### Clock routing

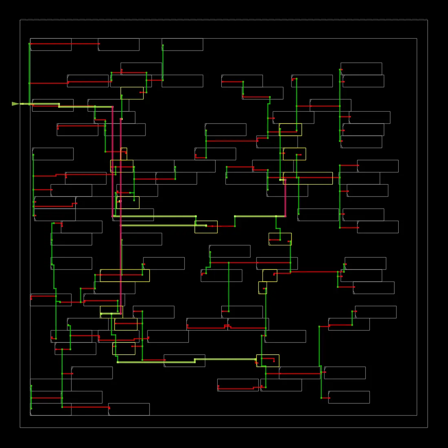
### Clock network drawn from the DEF

Scale bar: 20 um.
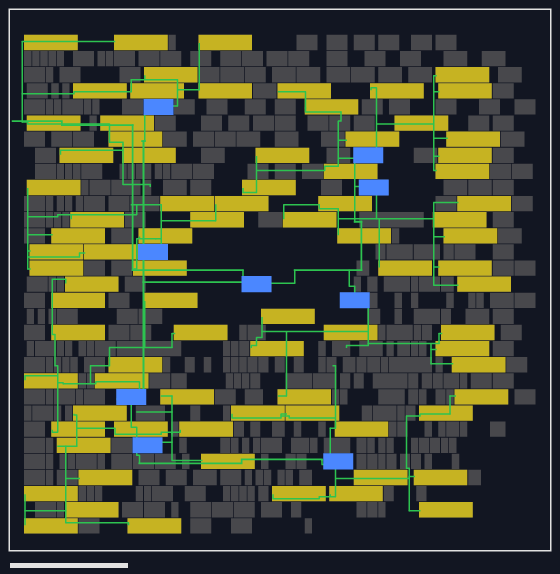
### Wires at chosen ports, followed through buffers

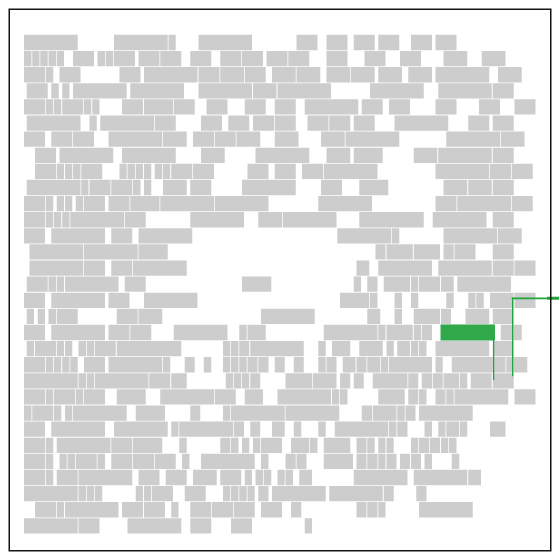
### Logic cells by family

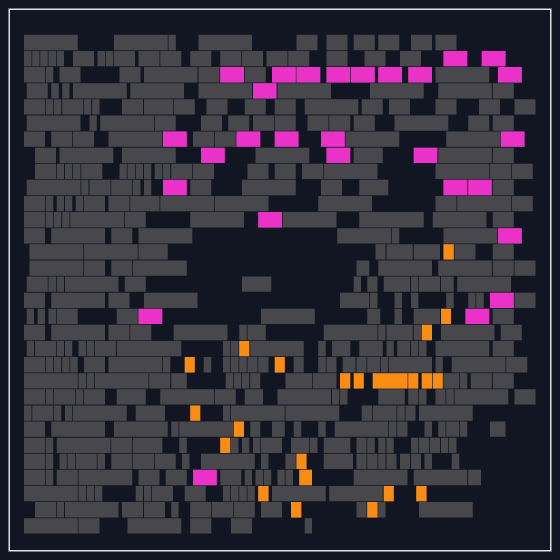
### Metal layers overlaid

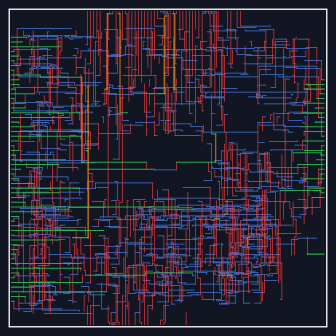
### src/rtl/l1_fill_sequencer_if.sv
// Request, memory-burst and fill-data channels of the L1 line-fill sequencer.
// The slave modport is the sequencer; master is the icache/memory side.
interface l1_fill_sequencer_if;
  logic        req_valid;
  logic [31:0] req_addr;
  logic [4:0]  req_size;
  logic        req_ack;

  logic        mem_req_valid;
  logic [31:0] mem_req_addr;
  logic [4:0]  mem_req_len;
  logic        mem_req_ready;

  logic        mem_rdata_valid;
  logic [31:0] mem_rdata;
  logic        mem_rdata_ready;

  logic        data_valid;
  logic [31:0] data;
  logic        line_done;
  logic        fill_error;

  modport master (
    output req_valid, req_addr, req_size, mem_req_ready, mem_rdata_valid, mem_rdata,
    input  req_ack, mem_req_valid, mem_req_addr, mem_req_len, mem_rdata_ready,
           data_valid, data, line_done, fill_error
  );

  modport slave (
    input  req_valid, req_addr, req_size, mem_req_ready, mem_rdata_valid, mem_rdata,
    output req_ack, mem_req_valid, mem_req_addr, mem_req_len, mem_rdata_ready,
           data_valid, data, line_done, fill_error
  );
endinterface

### src/rtl/l1_fill_sequencer.sv
// L1 icache line-fill sequencer: accepts a miss, issues one memory burst and
// streams the returned words to the icache with a fixed one-cycle latency.
//
// state | meaning
// IDLE  | waiting for a miss request; ack is given combinationally
// ISSUE | burst request held on the memory port until accepted
// DATA  | collecting beats; exits on the last beat or on idle-beat timeout
module l1_fill_sequencer #(
  parameter int LINE_W               = 8,
  parameter int MAX_OUTSTANDING_WAIT = 255
) (
  input  logic                clk,
  input  logic                rst,
  l1_fill_sequencer_if.slave  bus
);
  localparam int                WAIT_W    = $clog2(MAX_OUTSTANDING_WAIT + 1);
  localparam logic [31:0]       ADDR_MASK = ~(32'(LINE_W * 4) - 32'd1);
  localparam logic [WAIT_W-1:0] WAIT_LOAD = WAIT_W'(MAX_OUTSTANDING_WAIT - 1);

  typedef enum logic [1:0] {IDLE, ISSUE, DATA} state_t;

  state_t            state, state_nxt;
  logic [4:0]        beat_cnt, beat_cnt_nxt;
  logic [WAIT_W-1:0] wait_cnt, wait_cnt_nxt;
  logic [31:0]       addr_q;
  logic [4:0]        len_q;
  logic              data_valid_q, line_done_q, fill_error_q;
  logic [31:0]       data_q;
  logic              capture, accept, last_beat, timeout;

  always_comb begin
    state_nxt    = state;
    beat_cnt_nxt = beat_cnt;
    wait_cnt_nxt = wait_cnt;
    capture      = 1'b0;
    accept       = 1'b0;
    last_beat    = 1'b0;
    timeout      = 1'b0;
    case (state)
      IDLE: begin
        if (bus.req_valid) begin
          capture   = 1'b1;
          state_nxt = ISSUE;
        end
      end
      ISSUE: begin
        if (bus.mem_req_ready) begin
          state_nxt    = DATA;
          beat_cnt_nxt = '0;
          wait_cnt_nxt = WAIT_LOAD;
        end
      end
      DATA: begin
        if (bus.mem_rdata_valid) begin
          accept       = 1'b1;
          beat_cnt_nxt = beat_cnt + 5'd1;
          wait_cnt_nxt = WAIT_LOAD;
          if (beat_cnt == len_q) begin
            last_beat = 1'b1;
            state_nxt = IDLE;
          end
        end else if (wait_cnt == '0) begin
          // terminal count reached on the last allowed silent cycle
          timeout   = 1'b1;
          state_nxt = IDLE;
        end else begin
          wait_cnt_nxt = wait_cnt - 1'b1;
        end
      end
      default: state_nxt = IDLE;
    endcase
  end

  always_ff @(posedge clk or negedge rst) begin
    if (!rst) begin
      state        <= IDLE;
      beat_cnt     <= '0;
      wait_cnt     <= '0;
      addr_q       <= '0;
      len_q        <= '0;
      data_valid_q <= 1'b0;
      data_q       <= '0;
      line_done_q  <= 1'b0;
      fill_error_q <= 1'b0;
    end else begin
      state        <= state_nxt;
      beat_cnt     <= beat_cnt_nxt;
      wait_cnt     <= wait_cnt_nxt;
      if (capture) begin
        addr_q <= bus.req_addr & ADDR_MASK;
        len_q  <= bus.req_size;
      end
      data_valid_q <= accept;
      data_q       <= accept ? bus.mem_rdata : 32'd0;
      line_done_q  <= last_beat;
      if (timeout || (bus.mem_rdata_valid && (state != DATA)))
        fill_error_q <= 1'b1;
    end
  end

  // ack is gated by rst so it is also forced low while reset is held
  assign bus.req_ack         = (state == IDLE) && bus.req_valid && rst;
  assign bus.mem_req_valid   = (state == ISSUE);
  assign bus.mem_req_addr    = addr_q;
  assign bus.mem_req_len     = len_q;
  assign bus.mem_rdata_ready = (state == DATA);
  assign bus.data_valid      = data_valid_q;
  assign bus.data            = data_q;
  assign bus.line_done       = line_done_q;
  assign bus.fill_error      = fill_error_q;
endmodule

### src/flat_wrapper.sv
// flat-port wrapper written by rule: the top's interface ports become plain ports
module l1_fill_sequencer_flat 
#(
  parameter int LINE_W               = 8,
  parameter int MAX_OUTSTANDING_WAIT = 255
)
  (clk, rst, bus_req_valid, bus_req_addr, bus_req_size, bus_mem_req_ready, bus_mem_rdata_valid, bus_mem_rdata, bus_req_ack, bus_mem_req_valid, bus_mem_req_addr, bus_mem_req_len, bus_mem_rdata_ready, bus_data_valid, bus_data, bus_line_done, bus_fill_error);
  l1_fill_sequencer_if bus_i ();
  input  logic clk;
  input  logic rst;
  input wire logic [$bits(bus_i.req_valid)-1:0] bus_req_valid;
  input wire logic [$bits(bus_i.req_addr)-1:0] bus_req_addr;
  input wire logic [$bits(bus_i.req_size)-1:0] bus_req_size;
  input wire logic [$bits(bus_i.mem_req_ready)-1:0] bus_mem_req_ready;
  input wire logic [$bits(bus_i.mem_rdata_valid)-1:0] bus_mem_rdata_valid;
  input wire logic [$bits(bus_i.mem_rdata)-1:0] bus_mem_rdata;
  output wire logic [$bits(bus_i.req_ack)-1:0] bus_req_ack;
  output wire logic [$bits(bus_i.mem_req_valid)-1:0] bus_mem_req_valid;
  output wire logic [$bits(bus_i.mem_req_addr)-1:0] bus_mem_req_addr;
  output wire logic [$bits(bus_i.mem_req_len)-1:0] bus_mem_req_len;
  output wire logic [$bits(bus_i.mem_rdata_ready)-1:0] bus_mem_rdata_ready;
  output wire logic [$bits(bus_i.data_valid)-1:0] bus_data_valid;
  output wire logic [$bits(bus_i.data)-1:0] bus_data;
  output wire logic [$bits(bus_i.line_done)-1:0] bus_line_done;
  output wire logic [$bits(bus_i.fill_error)-1:0] bus_fill_error;
  assign bus_i.req_valid = bus_req_valid;
  assign bus_i.req_addr = bus_req_addr;
  assign bus_i.req_size = bus_req_size;
  assign bus_i.mem_req_ready = bus_mem_req_ready;
  assign bus_i.mem_rdata_valid = bus_mem_rdata_valid;
  assign bus_i.mem_rdata = bus_mem_rdata;
  assign bus_req_ack = bus_i.req_ack;
  assign bus_mem_req_valid = bus_i.mem_req_valid;
  assign bus_mem_req_addr = bus_i.mem_req_addr;
  assign bus_mem_req_len = bus_i.mem_req_len;
  assign bus_mem_rdata_ready = bus_i.mem_rdata_ready;
  assign bus_data_valid = bus_i.data_valid;
  assign bus_data = bus_i.data;
  assign bus_line_done = bus_i.line_done;
  assign bus_fill_error = bus_i.fill_error;
  l1_fill_sequencer #(.LINE_W(LINE_W), .MAX_OUTSTANDING_WAIT(MAX_OUTSTANDING_WAIT)) u_core (.clk(clk), .rst(rst), .bus(bus_i));
endmodule
### config.mk
export PLATFORM = sky130hd
export DESIGN_NAME = l1_fill_sequencer_flat
export DESIGN_NICKNAME = d
export VERILOG_FILES = /design/src/rtl/l1_fill_sequencer_if.sv /design/src/rtl/l1_fill_sequencer.sv /design/src/flat_wrapper.sv
export SDC_FILE = /design/constraint.sdc
export NUM_CORES = 1
export LEC_CHECK = 0
export ABC_AREA = 1
export CAP_MARGIN = 20
export CORE_MARGIN = 2
export CORE_UTILIZATION = 45
export DETAILED_ROUTE_END_ITERATION = 6
export PLACE_DENSITY = 0.95
export SETUP_SLACK_MARGIN = 0.15
export SYNTH_ARGS = -nofsm -noshare
export SYNTH_HDL_FRONTEND = slang
export SYNTH_SLANG_ARGS = --single-unit
### constraint.sdc
create_clock -name clk -period 4.2 [get_ports clk]
set_clock_uncertainty 0.05 [all_clocks]
set_input_delay 0.42 -clock clk [delete_from_list [all_inputs] [get_ports clk]]
set_output_delay 0.42 -clock clk [all_outputs]
set_load 0.005 [all_outputs]
==> deck_impl_summary.md <==
Key Metrics from the Run

Timing
  – Worst hold slack: 0.4477 ns
  – Fmax: 358.1 MHz
  – Final setup viols: 0
  – Post-layout worst setup margin: about 1.4 ns
  – Setup_tns: 0 ns
  – RSZ-0062 raised after global routing: no
  – Final period util: 66.48%
  – Worst-margin pin slew: 0.7971 ns

Yosys
  – Area of the mapped netlist: 0.003420 mm^2
  – YS chip area: 0.003420 mm^2
  – Synth Flop Type: dfrtp_1
  – Ys Warns: 0
  – Number of cells in Yosys stat: between 300 and 400
  – FF+latch count, synth: 82
  – Number of enable flip-flop cells: 0
  – Leading area contributor after synthesis: dfrtp_1
  – Synth Instances: 326
  – Area leader share: 60.01%

Global route
  – Initial antenna violation count: 0
  – GR Layer Usage met2: a little over a third
  – GR Util met3: 7.386%
  – Grt ovf: 0
  – Most Used Layer, Global Route: met2
  – Largest net degree at the start of global routing: approximately 50
  – Met1 usage: 22.12%
  – Total Routing Usage GR: about a fifth

Die
  – Die ar.: 0.008312 mm^2
  – Core footprint: 0.007292 mm^2
  – # Taps: approximately 99
  – Std cell rows: 31
  – Die Ht: 91.17 um

Setup path
  – Kind of cell adding the most delay to the critical path: simple AND/OR/NAND/NOR gates
  – Critical path class: flop to output port
  – Critical-path top delay cell: clkdlybuf4s50_1
  – Buf+Inv Stages, Crit Path: 2
  – Worst Setup SP: u_core.state[0]$_DFFE_PN0P_
  – Critical Path RT: 3.73 ns
  – Cell Chain, Critical Path: inv_1 > ha_1 > nand2_2 > nor2_1 > clkdlybuf4s50_1
  – Startpoint Class: flop
  – R2r setup slk: 2.16 ns
  – FF-to-FF path depth: 8
  – R2R Path End: u_core.state[0]$_DFFE_PN0P_
  – Max Fanout on Critical Path: 37
  – Reg2reg start: u_core.state[0]$_DFFE_PN0P_

Job
  – Max cap viols: 0

Drt
  – DRC violations left: 0
  – First drt pass iteration count: 4

Finish
  – Comb. cell area: approximately 0.0011 mm^2
  – Buffering overhead: 27.27%
  – Synth-to-Final Area Change: 49.73%
  – Sequential share of cell area: approximately two fifths
  – Layout cell share with drive strength beyond 1: 12.84%
  – Most frequent cells in the layout: clkdlybuf4s50_1 (137), dfrtp_1 (82), inv_1 (61)
  – Final instance area: 0.005120 mm^2
  – Storage element area: 0.002052 mm^2
  – Seq cells: 82
  – Nets: 552
  – Comb gates: 173
  – Logic inverters: 64
  – Bufs w/o clock: 140

Hold path
  – Worst Hold Path Cells: 2

Place
  – Placement Setup Slack: around 1.5 ns
  – Placed cells: 557
  – Post-DP Area: 0.004881 mm^2

Clock network
  – Num CTS Buffers: 9
  – Reg clk slew, reported paths: 0.07 ns
  – Clk root buf: clkbuf_8

Pwr
  – Leakage dissipation: 0.002451 uW
  – Power per cell area: 572.5 mW/mm^2
  – Power Total: about 2900 uW

Run status
  – Status: complete, no violations
Back to the opening pictures, 'Clock routing':
CLK BUF: 12
Power Clock: 642 uW
Latency at later pin: 0.34 ns

Back to the opening pictures, 'Clock network drawn from the DEF':
legend:
  yellow:
    item: flip-flops
    count: 82
  green:
    item: clock wires
    length: 962 um
  blue:
    item: clock-net drivers
    count: 9
flops lie: spread over the die
routed clock nets: 10
clock share of power: 21.9%

Back to the opening pictures, 'Wires at chosen ports, followed through buffers':
legend:
  green:
    port: bus_line_done
    bits: 1
    direction: output
    end_cells: 1
    buffers: 1
    wire: 26.0 um
I/O pins: 149
Port Buffer Count: 138

Back to the opening pictures, 'Logic cells by family':
legend:
  magenta:
    family: mux cells
    cells: 28
  orange:
    family: aoi and oai cells
    cells: 22
most numerous logic cell after layout: clkdlybuf4s50_1
combinational fraction of the cell area: 21.02%
fin cells: 574

Back to the opening pictures, 'Metal layers overlaid':
legend:
  orange:
    layer: M4
    wire_length: 171 um
  green:
    layer: M3
    wire_length: 689 um
  blue:
    layer: M1
    wire_length: 3000 um
  red:
    layer: M2
    wire_length: 4170 um
final WL: 8027 um
vias: 2679
routed length per instance: 13.98 um

power by group:
group	switching [uW]	internal (uW)	total, uW
registers	126	1010	1140
logic	505	644	1150
clock network	274	368	642
total	905	2030	2930
routing by layer:
metal  part of all wire (%)  wire length, um
met1                     37             3003
met4                    2.1              170
met5                      0                0
met3                    8.6              688
met2                     52             4165
how the worst max path moves through the flow:
stage	end	slack, ns	cells past startpoint
2_1_floorplan	u_core.bus.mem_req_addr[10]$_DFFE_PN0P_	2.65	5
3_3_place_gp	bus_req_ack	1.59	4
4_1_cts	bus_req_ack	1.36	5
3_5_place_dp	bus_req_ack	1.55	4
6_report	bus_req_ack	1.41	5
5_1_grt	bus_req_ack	1.23	5
tightest hold or removal path: cells and delay by family (launching register included):
kind,cells,cell delay (ns)
DFF,1,0.36
AOI/OAI and AO/OA,1,0.05
and+or+nand+nor,1,0.06
state kept, by name, indices dropped and copies added, names as in the netlist:
register	cells
u_core.bus.fill_error	1
u_core.wait_cnt	8
u_core.bus.mem_req_len	5
u_core.bus.data	32
u_core.bus.line_done	1
u_core.state	2
u_core.bus.mem_req_addr	27
u_core.beat_cnt	5
u_core.bus.data_valid	1
logic make-up after synthesis:
group | synth area share [%]
buf+inv | 8.965
mux | 9.221
simple gates | 14.42
other cells | 0.1097
flops | 60.01
xor+xnor | 0.5124
compound gates | 3.842
fa+ha+maj | 2.927
synth_stat cells, drive strengths merged (3+ instances only):
cell type / count
dfrtp: 82
a21oi: 7
o21ai: 14
nand3: 23
clkbuf: 3
ha: 8
inv: 64
nor2: 50
mux2: 28
buf: 8
nand2: 32
timing repair:
item | 4_1_cts | 5_1_grt
endpoints found under the hold margin | 34 | 0
setup endpoints to repair | 0 | 0
buffers inserted | 0 | 0
hold buffers | 1 | 0
gates resized | 0 | 0
Power is estimated from default activity; no workload was simulated.
